Figure 1. M1 wires.
Bar = 20 µm. Supply wires on this layer in grey.
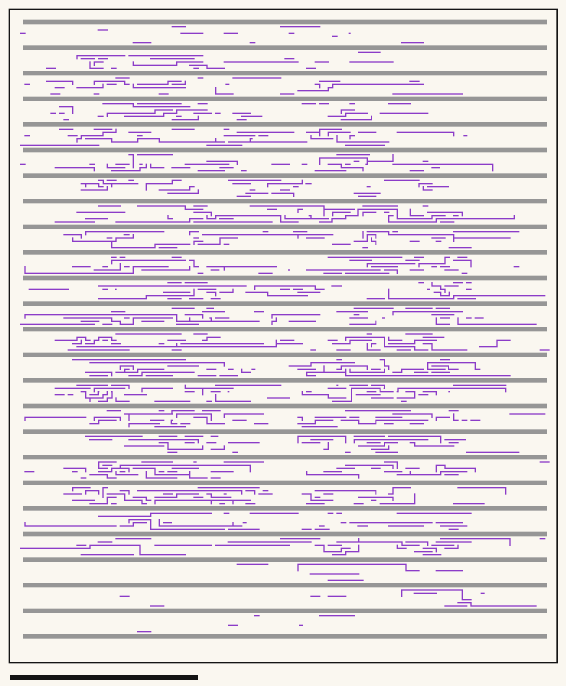
Figure 2. M2 wires.
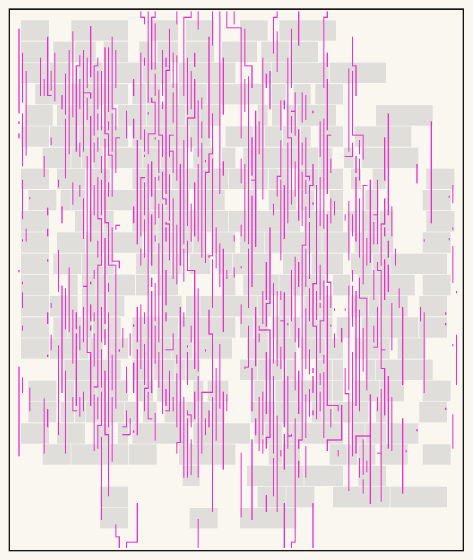
### src/rtl/pc_sequencer.sv
// pc_sequencer: four-phase instruction sequencer with IDLE/RUN/HALTED control and a retired-instruction counter
module pc_sequencer #(
    parameter int D  = 12,
    parameter int CW = 16
) (
    input  logic          clk,
    input  logic          reset,
    input  logic          start,
    input  logic [D-1:0]  start_addr,
    input  logic          jump,
    input  logic          branch_taken,
    input  logic          call,
    input  logic          ret,
    input  logic          halt,
    input  logic [D-1:0]  target,
    output logic [1:0]    stage,
    output logic [D-1:0]  pc,
    output logic          running,
    output logic          done,
    output logic [CW-1:0] retired
);
    typedef enum logic [1:0] {IDLE, RUN, HALTED} state_t;
    state_t        state, state_n;
    logic [1:0]    stage_n;
    logic [D-1:0]  pc_n;
    logic [CW-1:0] retired_n;
    logic          redirect;
    assign redirect = jump | branch_taken | call | ret;
    // Control inputs only matter on the writeback phase, where the next pc is chosen.
    always_comb begin
        state_n   = state;
        stage_n   = stage;
        pc_n      = pc;
        retired_n = retired;
        if (state != RUN) begin
            stage_n   = 2'b00;
            state_n   = start ? RUN : state;
            pc_n      = start ? start_addr : pc;
            retired_n = start ? '0 : retired;
        end else begin
            stage_n = stage + 2'd1;
            if (stage == 2'b11) begin
                retired_n = &retired ? retired : retired + CW'(1);
                state_n   = halt ? HALTED : RUN;
                pc_n      = halt ? pc : redirect ? target : pc + D'(1);
            end
        end
    end
    always_ff @(posedge clk) begin
        if (reset) begin
            state   <= IDLE;
            stage   <= 2'b00;
            pc      <= '0;
            retired <= '0;
            running <= 1'b0;
            done    <= 1'b0;
        end else begin
            state   <= state_n;
            stage   <= stage_n;
            pc      <= pc_n;
            retired <= retired_n;
            running <= state_n == RUN;
            done    <= state_n == HALTED;
        end
    end
endmodule

### config.mk
export PLATFORM = sky130hd
export DESIGN_NAME = pc_sequencer
export DESIGN_NICKNAME = d
export VERILOG_FILES = /design/src/rtl/pc_sequencer.sv
export SDC_FILE = /design/constraint.sdc
export NUM_CORES = 1
export LEC_CHECK = 0
export CORE_ASPECT_RATIO = 1.2
export CORE_UTILIZATION = 49
export CTS_CLUSTER_DIAMETER = 60
export DETAILED_ROUTE_END_ITERATION = 8
export PLACE_DENSITY = 0.94
export SYNTH_ARGS = -nofsm -noshare
export SYNTH_HDL_FRONTEND = slang
export SYNTH_SLANG_ARGS = --single-unit
### constraint.sdc
create_clock -name clk -period 4 [get_ports clk]
set_input_delay 0.8 -clock clk [delete_from_list [all_inputs] [get_ports clk]]
set_output_delay 0.8 -clock clk [all_outputs]
set_load 0.01 [all_outputs]
==> metrics.yaml <==
status:
  run_status: "finished with violations"
  violations_in_the_final_reports: "design-rule violations"
clocking:
  cts_buffer_count: 5
  cts_num_sinks: 34
  cts_max_path_buffers: 2
  cts_hold_buffers: 0
  cts_tree: "done"
  cts_setup_buffers: 0
  cts_htree_levels: 2
  postCtsResizedCells: 0
  clk-insertion-delay-late_ns: 0.28
  clock_pin_slew_on_the_worst_setup_and_hold_paths_ns: 0.06
  cts.root.buffer_cell: "clkbuf_8"
logic_synthesis:
  post_synth_inst_count: 236
  postSynthAreaPerCell_um2: 7.83
  topCellsByArea: "dfxtp_1 37%, a211oi_1 6.5%, nor2_1 6.5%"
  synth.cell_area_mm2: 0.00185
  ys_seq_frac: 0.368
  async_sr_flop_fraction: 0
  dominantRegCellSynth: "dfxtp_1"
  total_of_flip_flops_plus_latches_after_synthesis: 34
  synth_nets: 271
  synth.yosys.chip_area_mm2: 0.00185
  top_cell_area_share: 0.368
  number_of_synthesized_flops_with_an_enable_pin: 0
  synthDistinctLibCells: 42
  ys_cells: 236
finish:
  regArea_um2: 681
  layout.nets: 332
  antenna_cells: 0
  comb_area_mm2: 0.00111
  synthToLayoutAreaGrowth_pct: 40.6
  drive_above_1_share: 0.0438
  mostFrequentLayoutCells: "63 x clkdlybuf4s50_1, 34 x dfxtp_1, 32 x nor2_1"
timing:
  final.hold.worst_slack_ns: 0.487
  worst-slew-pin-transition_ns: 0.930
  slew_headroom: 0.363
  final_worst_path_period_share: 0.665
  grt_setup_unrepaired: "false"
  achievable-frequency_ghz: 0.376
  report.final.slew_viol_count: 0
  fin_worst_skew_ns: 0.00211
  fin_tns_setup_ns: 0
  setup_viol: 0
worst_setup_path:
  timing.rr.start: "state[1]$_SDFF_PP0_"
  crit_buf_inv: 0
  setup.worst_path.start_class: "register"
  crit_type: "register to register"
  worst_ep_required_time_ns: 4.21
  timing.critical_path.fanout_max: 20
  rr_endpoint: "retired[13]$_SDFFE_PP0P_"
  rrSetupSlack_ns: 1.34
  worst_path_cell_with_the_longest_stage_delay: "or4_4"
  critical_path.endpoint: "retired[13]$_SDFFE_PP0P_"
  logic_depth_of_the_worst_path_buffers_included: 5
  timing.critical_path.arrival_ns: 2.87
  timing.reg2reg.worst_path_depth: 5
floorplan:
  initial_utilization: 0.509
  floorplan.rows: 24
  die_height_um: 69.3
  core_mm2: 0.00363
  die_width_um: 58.1
global_routing:
  global_route.overflow_total: 0
  antenna_found_initial: 0
  grt.met3_usage: 0.0597
  globalRouteTotalUtil: 0.254
  largest_net_degree_at_the_start_of_global_routing: 24
  global_route_wire_length_before_repair_mm: 8.02
  grt_util_met2: 0.450
  use_met1: 0.274
  first_global_vias: 1946
placed_design:
  place.gp.congestion: 0.828
  detailed_placer_s_ending_hpwl_mm: 3.59
  port_buffers: 63
job:
  log.warning_count: 26
  max-cap-violations: 0
route:
  antenna_violating_nets_post_route: 0
  drc: 2
  routed_via_density: 5.79
  drtPass1Iterations: 9
  num_vias: 2021
  initialDrtViolationCount: 106
power_and_ir_drop:
  power-per-cell-area_mw_per_mm2: 280
  power_mw: 0.729
  vdd_drop_max_uv: 193
min_path:
  type_of_the_most_critical_hold_path: "register to register"
-- Figure 1 (at the start) --
The wires run mostly horizontal. The longest straight run is 21.2 µm. 288 nets have wire on it. The layer carries 1940 µm of wire. The layer holds 39% of the routed length.

-- Figure 2 (at the start) --
The longest straight run is 28.7 µm. The wires run mostly vertical.

[report_power, final]
part           internal [mW]  switching [mW]  leakage [nW]  total, mW
Sequential             0.351          0.0149         0.277      0.366
Clock                  0.120           0.119        0.0383      0.238
Combinational         0.0666          0.0579         0.547      0.124
Total                  0.537           0.192         0.863      0.729
[cell usage after synthesis, types with 2 or more instances]
master and n:
dfxtp_1 34, mux2i_1 2, a211oi_1 16, a31oi_1 6, a21oi_1 15, nor3b_1 2
xnor2_1 10, nand2b_1 4, nor4_1 6, or3_1 3, and3_1 2, xor2_1 4
inv_1 6, nor2b_1 2, nand3_1 11, nand2_1 17, clkbuf_1 9, o211ai_1 2
or4_1 3, ha_1 3, nand4_1 3, nor2_1 32, o21ai_0 14, o31ai_1 2
nor3_1 11
[cell families (layout without fill, tap and decap cells)]
| logic type | after synthesis | after routing | synth area share |
|---|---|---|---|
| AOI/OAI and AO/OA | 62 | 62 | 0.213 |
| DFF | 34 | 34 | 0.368 |
| muxes | 2 | 2 | 0.0108 |
| and+or+nand+nor | 104 | 104 | 0.286 |
| adders and majority gates | 3 | 3 | 0.0203 |
| buffers and inverters | 17 | 78 | 0.0352 |
| xor gates and xnor gates | 14 | 14 | 0.0663 |
[worst min-delay path by stage]
stage | from | to | slack, ns | depth (start not counted)
after floorplan | retired[4]$_SDFFE_PP0P_ | retired[4]$_SDFFE_PP0P_ | 0.49 | 1
after global placement | stage[0]$_SDFF_PP0_ | stage[0]$_SDFF_PP0_ | 0.46 | 1
after detailed placement | stage[0]$_SDFF_PP0_ | stage[0]$_SDFF_PP0_ | 0.47 | 1
after CTS | stage[0]$_SDFF_PP0_ | stage[0]$_SDFF_PP0_ | 0.48 | 1
after global routing | stage[0]$_SDFF_PP0_ | stage[0]$_SDFF_PP0_ | 0.51 | 1
final | stage[0]$_SDFF_PP0_ | stage[0]$_SDFF_PP0_ | 0.49 | 1
[through the flow]
stage | setup slack [ns] | utilization | std cells | instance area (µm²)
6_report | 1.34 | 0.715 | 349 | 2600
5_1_grt | 1.08 | 0.715 | 349 | 2600
4_1_cts | 1.34 | 0.715 | 349 | 2600
3_5_place_dp | 1.13 | 0.694 | 342 | 2520
3_3_place_gp | 1.19 | 0.694 | 342 | 2520
2_1_floorplan | 1.82 | - | 236 | 1850
[final cells by class]
| class | count | area share |
|---|---|---|
| sequential | 34 | 0.262 |
| inverter | 6 | 0.00867 |
| tap | 52 | 0.0250 |
| clock buffer | 7 | 0.0294 |
| timing repair buffer | 65 | 0.248 |
| multi-input combinational | 185 | 0.427 |
[per-layer routing]
metal | part of all wire | vias to the layer above
li1 | - | 990
met1 | 0.39 | 923
met2 | 0.53 | 98
met3 | 0.063 | 10
met4 | 0.017 | 0
met5 | 0 | -
[registers in the layout, indices dropped and copies added, names as in the netlist]
name	flops
running	1
stage	2
pc	12
retired	16
state	2
done	1
Power figures rest on the tool's default switching activity, not on a simulated workload.
